==> config.mk <==
export PLATFORM = sky130hd
export DESIGN_NAME = fetch_unit
export DESIGN_NICKNAME = d
export VERILOG_FILES = /design/src/rtl/fetch_unit.sv
export SDC_FILE = /design/constraint.sdc
export NUM_CORES = 1
export LEC_CHECK = 0
export ABC_AREA = 1
export ABC_CLOCK_PERIOD_IN_PS = 3700
export CAP_MARGIN = 15
export CORE_ASPECT_RATIO = 0.5
export CORE_UTILIZATION = 50
export CTS_CLUSTER_DIAMETER = 50
export DETAILED_ROUTE_END_ITERATION = 7
export PLACE_DENSITY_LB_ADDON = 0.2
export SYNTH_ARGS = -nofsm -noshare
export SYNTH_HDL_FRONTEND = slang
export SYNTH_SLANG_ARGS = --single-unit
==> constraint.sdc <==
create_clock -name Clk -period 3.7 [get_ports Clk]
set_input_delay 0.925 -clock Clk [delete_from_list [all_inputs] [get_ports Clk]]
set_output_delay 0.925 -clock Clk [all_outputs]
set_load 0.03 [all_outputs]
**Run 1: I/O pins on the die edge**

Pins as bars across the die edge, other pins in gray.
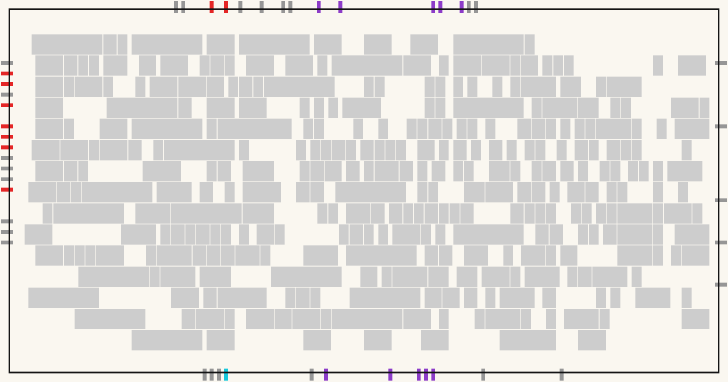
`ProgCtr`: shown in purple, pins 10, direction output, edge 5 bottom, 5 top. `Valid`: shown in cyan, pins 1, direction output, edge bottom. `InstrIn`: shown in red, pins 9, direction input, edge 7 left, 2 top.
count of input and output buffers: 46
Die W: 91.21 um
overall die height: 46.61 um

**Run 1: local utilization**

The die is cut into 9 by 5 equal tiles; white is low, dark blue is high, 0 to 100% covered.
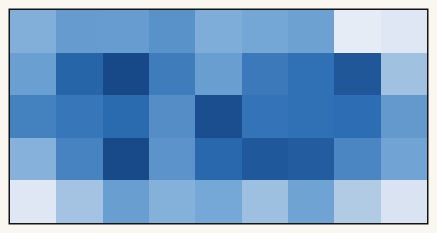
22% of the tiles are over 75% full. The mean over all tiles is 58%. The fullest tile reaches 90%.
floorplan utilization: 0.5492
final core area utilization: 0.7016

**Run 1: M3 wires**

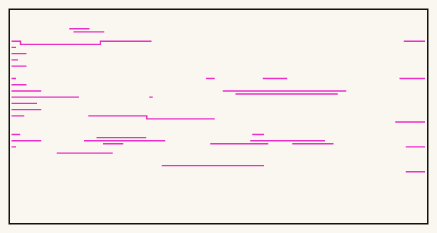
The layer holds 7.1% of the routed length. The layer carries 310 um of wire. The longest straight run is 26.7 um. 34 nets have wire on it. The wires run mostly horizontal.
GR met3 Demand/Resource: 0.04950
sum of routed wire length over all layers: 4.385 mm

**Run 1: clock network drawn from the DEF**

The bar under the picture is 20 um long.
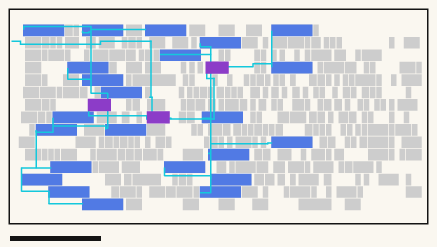
clock drivers: shown in purple, count 3. flip-flops: shown in blue, count 23. clock wires: shown in cyan, length 310 um.
There are 4 routed clock nets.
worst setup skew after layout: 0.001618 ns
Clk pwr share: 0.095
reported clock group power: 0.000159 W
clock latency reported for the late side of the worst-skew pair: 0.27 ns

==> results.txt <==
Implementation summary

The flow ran to the end, and the final reports show no timing, DRC or antenna violations. The arrival time of data at the worst endpoint is listed as just under 3 ns. The report lists the power per cell area as around 660 mW/mm2. Counting instances in the post-synthesis netlist gives the leading cell types as sky130_fd_sc_hd__nand2_1 (72), sky130_fd_sc_hd__inv_1 (69), sky130_fd_sc_hd__dfrtp_1 (23), sky130_fd_sc_hd__ha_1 (23), sky130_fd_sc_hd__nand3_1 (23). The number of detailed-route iterations in the first pass is 4.

Once layout is complete, the cells apart from fillers number roughly 380. The vias per cell is ~5. The summed standard-cell area reported by yosys is roughly 0.0020 mm2. Power comes to between 0.0015 and 0.002 W. The area of the multi-input gates is between 0.001 and 0.0015 mm2. In the post-synthesis netlist, the cell with the most instances is sky130_fd_sc_hd__nand2_1. The maximum root-to-sink buffer count is 2. The floorplan has 15 rows.

Per the slew report, the remaining headroom to the max-slew limit stands at 0.4041. The final-layout worst hold slack is about 0.50 ns. Prior to clock tree synthesis, the placed netlist has a worst setup slack of 0.6470 ns. The share of the clock period used by the worst path is 0.7527. The fraction of post-synthesis cell area in the top cell type by area is 0.2893. The netlist area before placement is between 0.0015 and 0.002 mm2. The number of logged tool warnings is 30.

The via count of the first global-routing pass came to between 1500 and 2000. The routed layout reports a DRC error count of 0. STA classifies the critical path endpoint as a register. The area enclosed by the die boundary is 0.004251 mm2.

The kind of start point of the critical path is a primary input. The largest individual stage delay along the critical path comes from the cell sky130_fd_sc_hd__clkdlybuf4s50_1. The maximum number of pins on one net before global-route repair is 24. The number of cells in the design after placement is between 300 and 400. Per the synth stats, the proportion of register bits with asynchronous set or reset is 1.000. The count of boundary I/O pins is 47. For this run, the script counts the antenna cells in the layout as 0. The clock slew at the register clock pins of the worst setup and hold paths is around 0.080 ns.

According to the hold report, the worst path is of the reg -> reg type. The number of max-cap violations is 0. The dominant register cell in the synthesized netlist is sky130_fd_sc_hd__dfrtp_1. The post-synth count of flops with an enable pin is 0. The library cell with the largest summed area after synthesis is sky130_fd_sc_hd__dfrtp_1. The count of buffers added by post-CTS timing repair for setup is 0. The number of flip-flops and latches in the synthesized netlist is 23. The worst path needs ~2.8 ns of the cycle, external delays included. The routed length per instance is roughly 11 um. Setup repair after global routing left no endpoint under its margin. The cts-stage hold buffer count is 0. The maximum vdd ir drop is 441.1 uV.

Once iteration 0 of detailed routing completed, the report listed about 150 DRC markers. The tree is rooted in a sky130_fd_sc_hd__clkbuf_8. The synthesized instance count is approximately 280.

Across the whole layout, storage elements account for between 500 and 600 um2. In the final report, the number of hold violations comes to 0. In this run, CTS created clock tree buffers numbering 3. The delay of the slowest cell on the worst path is approximately 0.45 ns.

The report puts the cell count of the worst reg-to-reg path at 11. The number of gates resized after CTS is 0. TritonCTS built the clock tree. The critical path runs through a total of 12 cells.

The reg2reg setup slack is between 1.5 and 2 ns. CTS built an H-tree with a depth of 1. Static timing analysis puts the maximum clock frequency at 359.1 MHz. The slew at the pin closest to its max-slew limit is around 0.9 ns. The final estimated routing congestion in global placement is between 0.8 and 0.9. The total count of max-transition violations in the final report is 0. Per the layout report, the design carries around 300 filler cells. The maximum net fanout on the critical path is 4. The first global-routing pass estimated between 7 and 8 mm of wire. By area the synthesized netlist is led by sky130_fd_sc_hd__dfrtp_1 (29%), sky130_fd_sc_hd__ha_1 (14%), sky130_fd_sc_hd__nand2_1 (14%). The setup TNS after final layout is 0 ns.

Relative to the synthesized area, the layout overhead comes to 27.74%. The count of cell types in the netlist is 30. The overall overflow remaining after global route is 0.
## run 1: cell usage in the layout (no fill, tap or decap), drive strengths merged, types with 2 or more instances in the layout
cell,n
o21ai,15
nor3,5
xor2,4
nand3,24
clkdlybuf4s50,46
a22oi,2
dfrtp,23
nand4,3
ha,23
inv,73
nand3b,2
nor2,13
nand2,73
o22ai,4
a21oi,10
or2,2
clkbuf,3
## run 1: kinds of logic after synthesis
kind of cell / after synthesis / synth area share
and+or+nand+nor: 122 / 0.2736
buffers and inverters: 75 / 0.1484
AOI/OAI and AO/OA: 35 / 0.1107
adders and majority gates: 24 / 0.1547
DFF: 23 / 0.2893
xor gates and xnor gates: 4 / 0.01761
muxes: 1 / 0.005660
## run 1: worst reg2reg max path: cells and delay by family (launching register included)
family	cells	cell delay, ns
flip-flops	1	0.37
AND-OR/OR-AND	3	0.33
adder cells (fa/ha/maj)	2	0.63
AND/OR/NAND/NOR	4	0.57
buffers and inverters	2	0.15
## run 1: where the power goes
part           leakage [nW]  total [W]  internal, W  switching [W]
combinational          1.02    0.00109     0.000412       0.000679
clock                0.0255   0.000159    0.0000753      0.0000836
sequential            0.299   0.000427     0.000345      0.0000822
total                  1.34    0.00168     0.000832       0.000845
## run 1: per-layer routing
metal	track usage	part of all wire
met5	0	0
met3	0.04950	0.071
met2	0.3985	0.45
met1	0.2824	0.47
met4	0.03810	0.0048
## run 1: area by class of cell
| type | count | area share |
|---|---|---|
| Clock buffer | 3 | 0.01625 |
| Clock inverter | 1 | 0.001969 |
| Sequential cell | 23 | 0.2265 |
| Multi-Input combinational cell | 186 | 0.4402 |
| Tap cell | 51 | 0.02511 |
| Inverter | 73 | 0.1088 |
| Timing Repair Buffer | 46 | 0.1812 |
No activity file was given, so power comes from the tool's default toggle rates.
